===== config.mk =====
export PLATFORM = sky130hd
export DESIGN_NAME = spi_slave
export DESIGN_NICKNAME = d
export VERILOG_FILES = /design/src/rtl/spi_slave.sv
export SDC_FILE = /design/constraint.sdc
export NUM_CORES = 1
export LEC_CHECK = 0
export ABC_AREA = 0
export CAP_MARGIN = 20
export CORE_ASPECT_RATIO = 1.25
export CORE_MARGIN = 1
export CORE_UTILIZATION = 53
export CTS_CLUSTER_SIZE = 16
export DETAILED_ROUTE_END_ITERATION = 8
export PLACE_DENSITY = 0.79
export SKIP_LAST_GASP = 1
export SYNTH_ARGS = -nofsm -noshare
export SYNTH_HDL_FRONTEND = slang
export SYNTH_SLANG_ARGS = --single-unit

===== constraint.sdc =====
create_clock -name clk -period 2.05 [get_ports clk]
set_input_delay 0.615 -clock clk [delete_from_list [all_inputs] [get_ports clk]]
set_output_delay 0.615 -clock clk [all_outputs]
set_load 0.01 [all_outputs]

===== src/rtl/spi_slave.sv =====
// spi_slave: byte-oriented SPI mode-0 slave, oversampled on clk, RX bytes on a valid/ready stream.
// Define SPI_SLAVE_RX_FIFO_EN to replace the single RX output register with a FIFO_DEPTH-entry FIFO.
module spi_slave #(
  parameter int DATA_W      = 8,
  parameter int SYNC_STAGES = 2,
  parameter int FIFO_DEPTH  = 4
) (
  input  logic              clk,
  input  logic              reset,
  input  logic              sclk,
  input  logic              mosi,
  input  logic              ss,
  output logic              miso,
  input  logic [DATA_W-1:0] tx_data,
  input  logic              tx_load,
  output logic              tx_ready,
  output logic [DATA_W-1:0] rx_data,
  output logic              rx_valid,
  input  logic              rx_ready,
  output logic              overrun,
  output logic              busy
);

  if (DATA_W < 2 || SYNC_STAGES < 2 || FIFO_DEPTH < 2 ||
      (FIFO_DEPTH & (FIFO_DEPTH - 1)) != 0) begin : g_bad_params
    $error("spi_slave: need DATA_W >= 2, SYNC_STAGES >= 2, FIFO_DEPTH a power of two >= 2");
  end

  localparam int CNT_W = $clog2(DATA_W + 1);
  localparam logic [CNT_W-1:0] LAST_BIT = CNT_W'(DATA_W - 1);

  typedef enum logic [1:0] {
    S_IDLE,
    S_ACTIVE,
    S_COMPLETE,
    S_WAIT
  } state_e;

  state_e                 state_q, state_d;
  logic [SYNC_STAGES-1:0] sclk_sync_q, sclk_sync_d;
  logic [SYNC_STAGES-1:0] mosi_sync_q, mosi_sync_d;
  logic [SYNC_STAGES-1:0] ss_sync_q, ss_sync_d;
  logic                   sclk_dly_q, sclk_dly_d;
  logic                   ss_dly_q, ss_dly_d;
  logic [CNT_W-1:0]       bit_cnt_q, bit_cnt_d;
  logic [DATA_W-1:0]      tx_shift_q, tx_shift_d;
  logic [DATA_W-1:0]      tx_hold_q, tx_hold_d;
  logic                   tx_ready_q, tx_ready_d;
  logic [DATA_W-1:0]      rx_shift_q, rx_shift_d;
  logic                   busy_q, busy_d;
  logic                   overrun_q, overrun_d;

  logic sclk_s, mosi_s, ss_s;
  logic sclk_rise, sclk_fall, ss_rise, ss_fall;
  logic frame_start, push, overrun_set;

  assign sclk_s    = sclk_sync_q[SYNC_STAGES-1];
  assign mosi_s    = mosi_sync_q[SYNC_STAGES-1];
  assign ss_s      = ss_sync_q[SYNC_STAGES-1];
  assign sclk_rise =  sclk_s & ~sclk_dly_q;
  assign sclk_fall = ~sclk_s &  sclk_dly_q;
  assign ss_rise   =  ss_s   & ~ss_dly_q;
  assign ss_fall   = ~ss_s   &  ss_dly_q;

  always_comb begin
    sclk_sync_d = {sclk_sync_q[SYNC_STAGES-2:0], sclk};
    mosi_sync_d = {mosi_sync_q[SYNC_STAGES-2:0], mosi};
    ss_sync_d   = {ss_sync_q[SYNC_STAGES-2:0], ss};
    sclk_dly_d  = sclk_s;
    ss_dly_d    = ss_s;
  end

  // NOTE: every signal assigned in an always_comb gets a default first, so no path can infer a latch.
  always_comb begin
    state_d     = state_q;
    bit_cnt_d   = bit_cnt_q;
    tx_shift_d  = tx_shift_q;
    tx_hold_d   = tx_hold_q;
    tx_ready_d  = tx_ready_q;
    rx_shift_d  = rx_shift_q;
    busy_d      = busy_q;
    frame_start = 1'b0;
    push        = 1'b0;

    unique case (state_q)
      S_IDLE: begin
        if (ss_fall) begin
          frame_start = 1'b1;
          tx_shift_d  = tx_hold_q;
          tx_hold_d   = '0;
          tx_ready_d  = 1'b1;
          bit_cnt_d   = '0;
          busy_d      = 1'b1;
          state_d     = S_ACTIVE;
        end
      end
      S_ACTIVE: begin
        if (ss_rise) begin
          // Aborted frame: the partial RX byte is simply never pushed.
          tx_shift_d = '0;
          busy_d     = 1'b0;
          state_d    = S_IDLE;
        end else begin
          if (sclk_rise) begin
            rx_shift_d = {rx_shift_q[DATA_W-2:0], mosi_s};
            bit_cnt_d  = bit_cnt_q + 1'b1;
            if (bit_cnt_q == LAST_BIT) begin
              state_d = S_COMPLETE;
            end
          end
          if (sclk_fall) begin
            tx_shift_d = {tx_shift_q[DATA_W-2:0], 1'b0};
          end
        end
      end
      S_COMPLETE: begin
        push = 1'b1;
        if (ss_rise) begin
          tx_shift_d = '0;
          busy_d     = 1'b0;
          state_d    = S_IDLE;
        end else begin
          state_d = S_WAIT;
        end
      end
      S_WAIT: begin
        if (ss_rise) begin
          tx_shift_d = '0;
          busy_d     = 1'b0;
          state_d    = S_IDLE;
        end
      end
      default: state_d = S_IDLE;
    endcase

    // A load coinciding with the frame-start copy lands in the freshly emptied holding register.
    if (tx_load && (tx_ready_q || frame_start)) begin
      tx_hold_d  = tx_data;
      tx_ready_d = 1'b0;
    end

    overrun_d = overrun_q | overrun_set;
  end

  // NOTE: sequential state uses non-blocking assignments only; blocking is reserved for always_comb.
  always_ff @(posedge clk or posedge reset) begin
    if (reset) begin
      state_q     <= S_IDLE;
      sclk_sync_q <= '0;
      mosi_sync_q <= '0;
      // ss resets low so a select already asserted at reset release cannot look like a falling edge.
      ss_sync_q   <= '0;
      sclk_dly_q  <= 1'b0;
      ss_dly_q    <= 1'b0;
      bit_cnt_q   <= '0;
      tx_shift_q  <= '0;
      tx_hold_q   <= '0;
      tx_ready_q  <= 1'b1;
      rx_shift_q  <= '0;
      busy_q      <= 1'b0;
      overrun_q   <= 1'b0;
    end else begin
      state_q     <= state_d;
      sclk_sync_q <= sclk_sync_d;
      mosi_sync_q <= mosi_sync_d;
      ss_sync_q   <= ss_sync_d;
      sclk_dly_q  <= sclk_dly_d;
      ss_dly_q    <= ss_dly_d;
      bit_cnt_q   <= bit_cnt_d;
      tx_shift_q  <= tx_shift_d;
      tx_hold_q   <= tx_hold_d;
      tx_ready_q  <= tx_ready_d;
      rx_shift_q  <= rx_shift_d;
      busy_q      <= busy_d;
      overrun_q   <= overrun_d;
    end
  end

  assign miso     = tx_shift_q[DATA_W-1];
  assign tx_ready = tx_ready_q;
  assign busy     = busy_q;
  assign overrun  = overrun_q;

`ifdef SPI_SLAVE_RX_FIFO_EN
  localparam int PTR_W = $clog2(FIFO_DEPTH);

  logic [DATA_W-1:0] fifo_mem [FIFO_DEPTH];
  logic [PTR_W:0]    wr_ptr_q, wr_ptr_d;
  logic [PTR_W:0]    rd_ptr_q, rd_ptr_d;
  logic              fifo_empty, fifo_full, pop, wr_en;

  assign fifo_empty = (wr_ptr_q == rd_ptr_q);
  assign fifo_full  = (wr_ptr_q[PTR_W] != rd_ptr_q[PTR_W]) &&
                      (wr_ptr_q[PTR_W-1:0] == rd_ptr_q[PTR_W-1:0]);
  assign pop        = rx_ready & ~fifo_empty;

  always_comb begin
    // A pop in the same cycle frees the slot, so a push into a full FIFO still succeeds.
    wr_en       = push & (~fifo_full | pop);
    overrun_set = push & fifo_full & ~pop;
    wr_ptr_d    = wr_ptr_q + {{PTR_W{1'b0}}, wr_en};
    rd_ptr_d    = rd_ptr_q + {{PTR_W{1'b0}}, pop};
  end

  always_ff @(posedge clk or posedge reset) begin
    if (reset) begin
      wr_ptr_q <= '0;
      rd_ptr_q <= '0;
    end else begin
      wr_ptr_q <= wr_ptr_d;
      rd_ptr_q <= rd_ptr_d;
    end
  end

  // NOTE: the storage array has no reset; the pointers alone define which entries are valid.
  always_ff @(posedge clk) begin
    if (wr_en) begin
      fifo_mem[wr_ptr_q[PTR_W-1:0]] <= rx_shift_q;
    end
  end

  assign rx_valid = ~fifo_empty;
  assign rx_data  = fifo_empty ? '0 : fifo_mem[rd_ptr_q[PTR_W-1:0]];
`else
  logic [DATA_W-1:0] rx_data_q, rx_data_d;
  logic              rx_valid_q, rx_valid_d;

  always_comb begin
    rx_data_d   = rx_data_q;
    rx_valid_d  = rx_valid_q;
    overrun_set = 1'b0;
    if (push) begin
      if (!rx_valid_q || rx_ready) begin
        rx_data_d  = rx_shift_q;
        rx_valid_d = 1'b1;
      end else begin
        overrun_set = 1'b1;
      end
    end else if (rx_ready) begin
      rx_valid_d = 1'b0;
    end
  end

  always_ff @(posedge clk or posedge reset) begin
    if (reset) begin
      rx_data_q  <= '0;
      rx_valid_q <= 1'b0;
    end else begin
      rx_data_q  <= rx_data_d;
      rx_valid_q <= rx_valid_d;
    end
  end

  assign rx_valid = rx_valid_q;
  assign rx_data  = rx_data_q;
`endif

endmodule


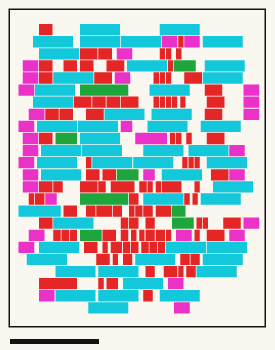
class_map.png
Scale bar: 20 um.
legend:
  registers:
    color: cyan
    cells: 50
    share_of_their_area: 51%
  clock drivers and dummy loads:
    color: green
    cells: 8
    share_of_their_area: 5.6%
  remaining buffers and delay cells:
    color: magenta
    cells: 31
    share_of_their_area: 13%
  remaining logic cells:
    color: red
    cells: 108
    share_of_their_area: 30%
sequential share of cell area: 0.504
core occupancy in the finished layout: 0.696
post-route cell area: 2490 um^2

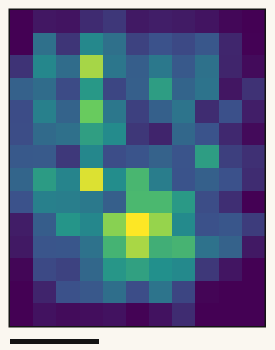
route_heat.png
Scale bar: 20 um. The die is cut into 11 by 14 equal tiles; dark purple is low, yellow is high, scaled to the fullest tile. Values are wire area over tile area, all layers added.
tiles over half the peak: 14%
nearly empty tiles: 11%
mean over tiles: 0.14
fullest tile: 0.48
global-route usage over all layers: 0.206
vias: 1320
Total Wirelength: 3540 um
final routed wire length divided by cell count: 15.0 um

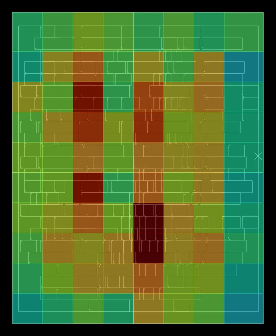
congestion_map.png
global routing usage on met3: 0.0567
global-route track usage on met1: 0.244
GR Layer Usage met2: 0.344

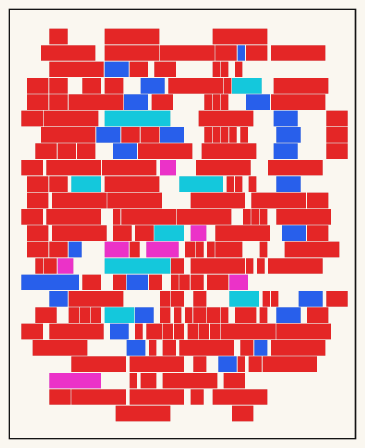
sizing.png
legend:
  x1 and smaller:
    color: red
    cells: 158
  x6 and larger:
    color: cyan
    cells: 8
  x2:
    color: blue
    cells: 24
  x3 and x4:
    color: magenta
    cells: 7

==> run notes <==
The path class of the tightest hold or removal check is reg -> reg. After layout, the design draws a total of 2.35 mW. The tools report the pre-CTS setup slack as 0.0397 ns. Gates resized during post-CTS repair numbered 0.

Looking at the clock tree report, the H-tree level count equals 2. In the layout the commonest cells are sky130_fd_sc_hd__dfrtp_1 (49), sky130_fd_sc_hd__nand2_1 (30), sky130_fd_sc_hd__clkdlybuf4s50_1 (27), sky130_fd_sc_hd__a22o_1 (15), sky130_fd_sc_hd__mux2_2 (14). Sorting the synthesis cell report by count puts at the top sky130_fd_sc_hd__dfrtp_1. Endpoint arrival time on the critical path: 1.41 ns. The worst slew margin relative to its limit came out at 0.589. The number of cells reported by Yosys stat comes to 163. The share of cells above drive strength 1 works out to 0.198. The final layout contains 212 nets.

Cell internal power was estimated by the tool at 1.79 mW. The run gives 1372 for the number of global-route vias before repair. The share of total power in combinational logic is 0.134. The run finished, with violations left.

With the fraction of power spent switching nets at 0.239, the worst-case setup margin in the final layout is 0.0248 ns. The actual slew at the worst max-slew pin is 0.614 ns. With the die height at 71.1 um, the area enclosed by the die boundary is 4070 um^2. Summing every instance area after synthesis gives 2020 um^2.

The tools report the total number of placement rows as 24. The top logic cell by instance count in the layout is sky130_fd_sc_hd__dfrtp_1. The commonest register cell after synthesis is sky130_fd_sc_hd__dfrtp_1. The worst setup path is launched from a flip-flop. The top achievable clock speed came out at 494 MHz.

The sequential power share is 0.519. The total of max-cap violations is 0, and the area share of xor/xnor cells in the synthesized design is 0. With the top fanout value on the critical path at 3, the number of sinks handled by clock tree synthesis is 50.

The tools report the residual overflow from global routing as 0. A synthesized cell averages 12.4 um^2. The logs give 228 for the number of cells in the design after placement and 6 for the number of search-and-repair iterations in the first detailed-routing pass. The commonest cells after synthesis are sky130_fd_sc_hd__dfrtp_1 (49), sky130_fd_sc_hd__nand2_1 (30), sky130_fd_sc_hd__a22o_1 (15), sky130_fd_sc_hd__mux2_2 (14).

The routed wire length on met3 is 144 um, and the maximum root-to-sink buffer count is 2. The synthesis stat section lists a flop and latch total of 50. The type of the worst setup path was reg -> out. Net switching power figure: 562 uW. For this design, the slowest cell found on the critical path is sky130_fd_sc_hd__dfstp_2.

In this run the critical path is formed by clkdlybuf4s50_1. The run gives 0 for the total count of max-transition violations in the final report. Library cell occupying the most area in the post-synthesis netlist: sky130_fd_sc_hd__dfrtp_1. The combinational power was 314 uW; the via count normalized by instance count was 5.59.

The run gives 0.0903 for the area fraction in mux cells. The largest net degree at the start of global routing is 28. The run gives 0 for the initial antenna violation count. Buffers inserted during clock tree synthesis total 5. Once detail routing completed, the nets flagged for antenna violations numbered 0. The run gives 0 for the final number of setup-violating endpoints. For the number of distinct library cell variants in the gate-level netlist after synthesis, the log shows 32. The shortest period the worst path allows came out at 2.03 ns.

STA classifies the critical path endpoint as an output pin. The first routing iteration left 50 violations. With the horizontal die size at 57.2 um, the post-synthesis share of cell area spent on full adders, half adders and majority gates is 0.00619.

For the final routed database, the setup TNS stands at 0 ns. Per the detailed placement report, the placed cell area equals 2350 um^2. The run gives 2 as the number of remaining DRC errors.

For the clock network power, the log shows 815 uW. The final reports fail on design-rule violations. Summed over all nets, wire length on met2 after detailed routing comes to 1850 um. The number of synthesized flops with an enable pin is 0. The synthesized-area fraction occupied by ao, oa, aoi and oai cells is 0.105.

Effective utilization at floorplan: 0.566. CTS placed an instance of sky130_fd_sc_hd__clkbuf_8 at the clock tree root. Setup repair after global routing left no endpoint under its margin. Hold repair after CTS inserted 0 buffers.

The Yosys step of the flow raised 0 warnings. The clock-pin slew of the registers on the worst-case setup and hold paths was 0.09 ns. On the final layout, the worst clock skew is 0.00890 ns. The final weighted congestion recorded by global placement is 0.840.

The total area of multi-input combinational cells came out at 723 um^2. The run gives 1 for the number of buffer and inverter instances along the worst setup path.
==> final timing paths <==
kind	start	endpoint	slack, ns	depth (start not counted)
worst max-delay path	tx_ready	tx_ready	0.02	1
worst min-delay path	sclk_sync_q[0]	sclk_sync_q[1]	0.35	0
worst max register to register	state_q[1]	tx_shift_q[3]	0.26	4
worst min register to register	sclk_sync_q[0]	sclk_sync_q[1]	0.35	0
max in group asynchronous	reset	overrun	1.01	3
min in group asynchronous	reset	tx_hold_q[0]	0.59	2
==> cell type report <==
class	instances	area share
tap	39	0.0196
sequential	50	0.504
inverter	3	0.00453
clock inverter	3	0.0277
multi-input combinational	105	0.291
timing repair buffer	31	0.126
clock buffer	5	0.0277
Power figures rest on the tool's default switching activity, not on a simulated workload.
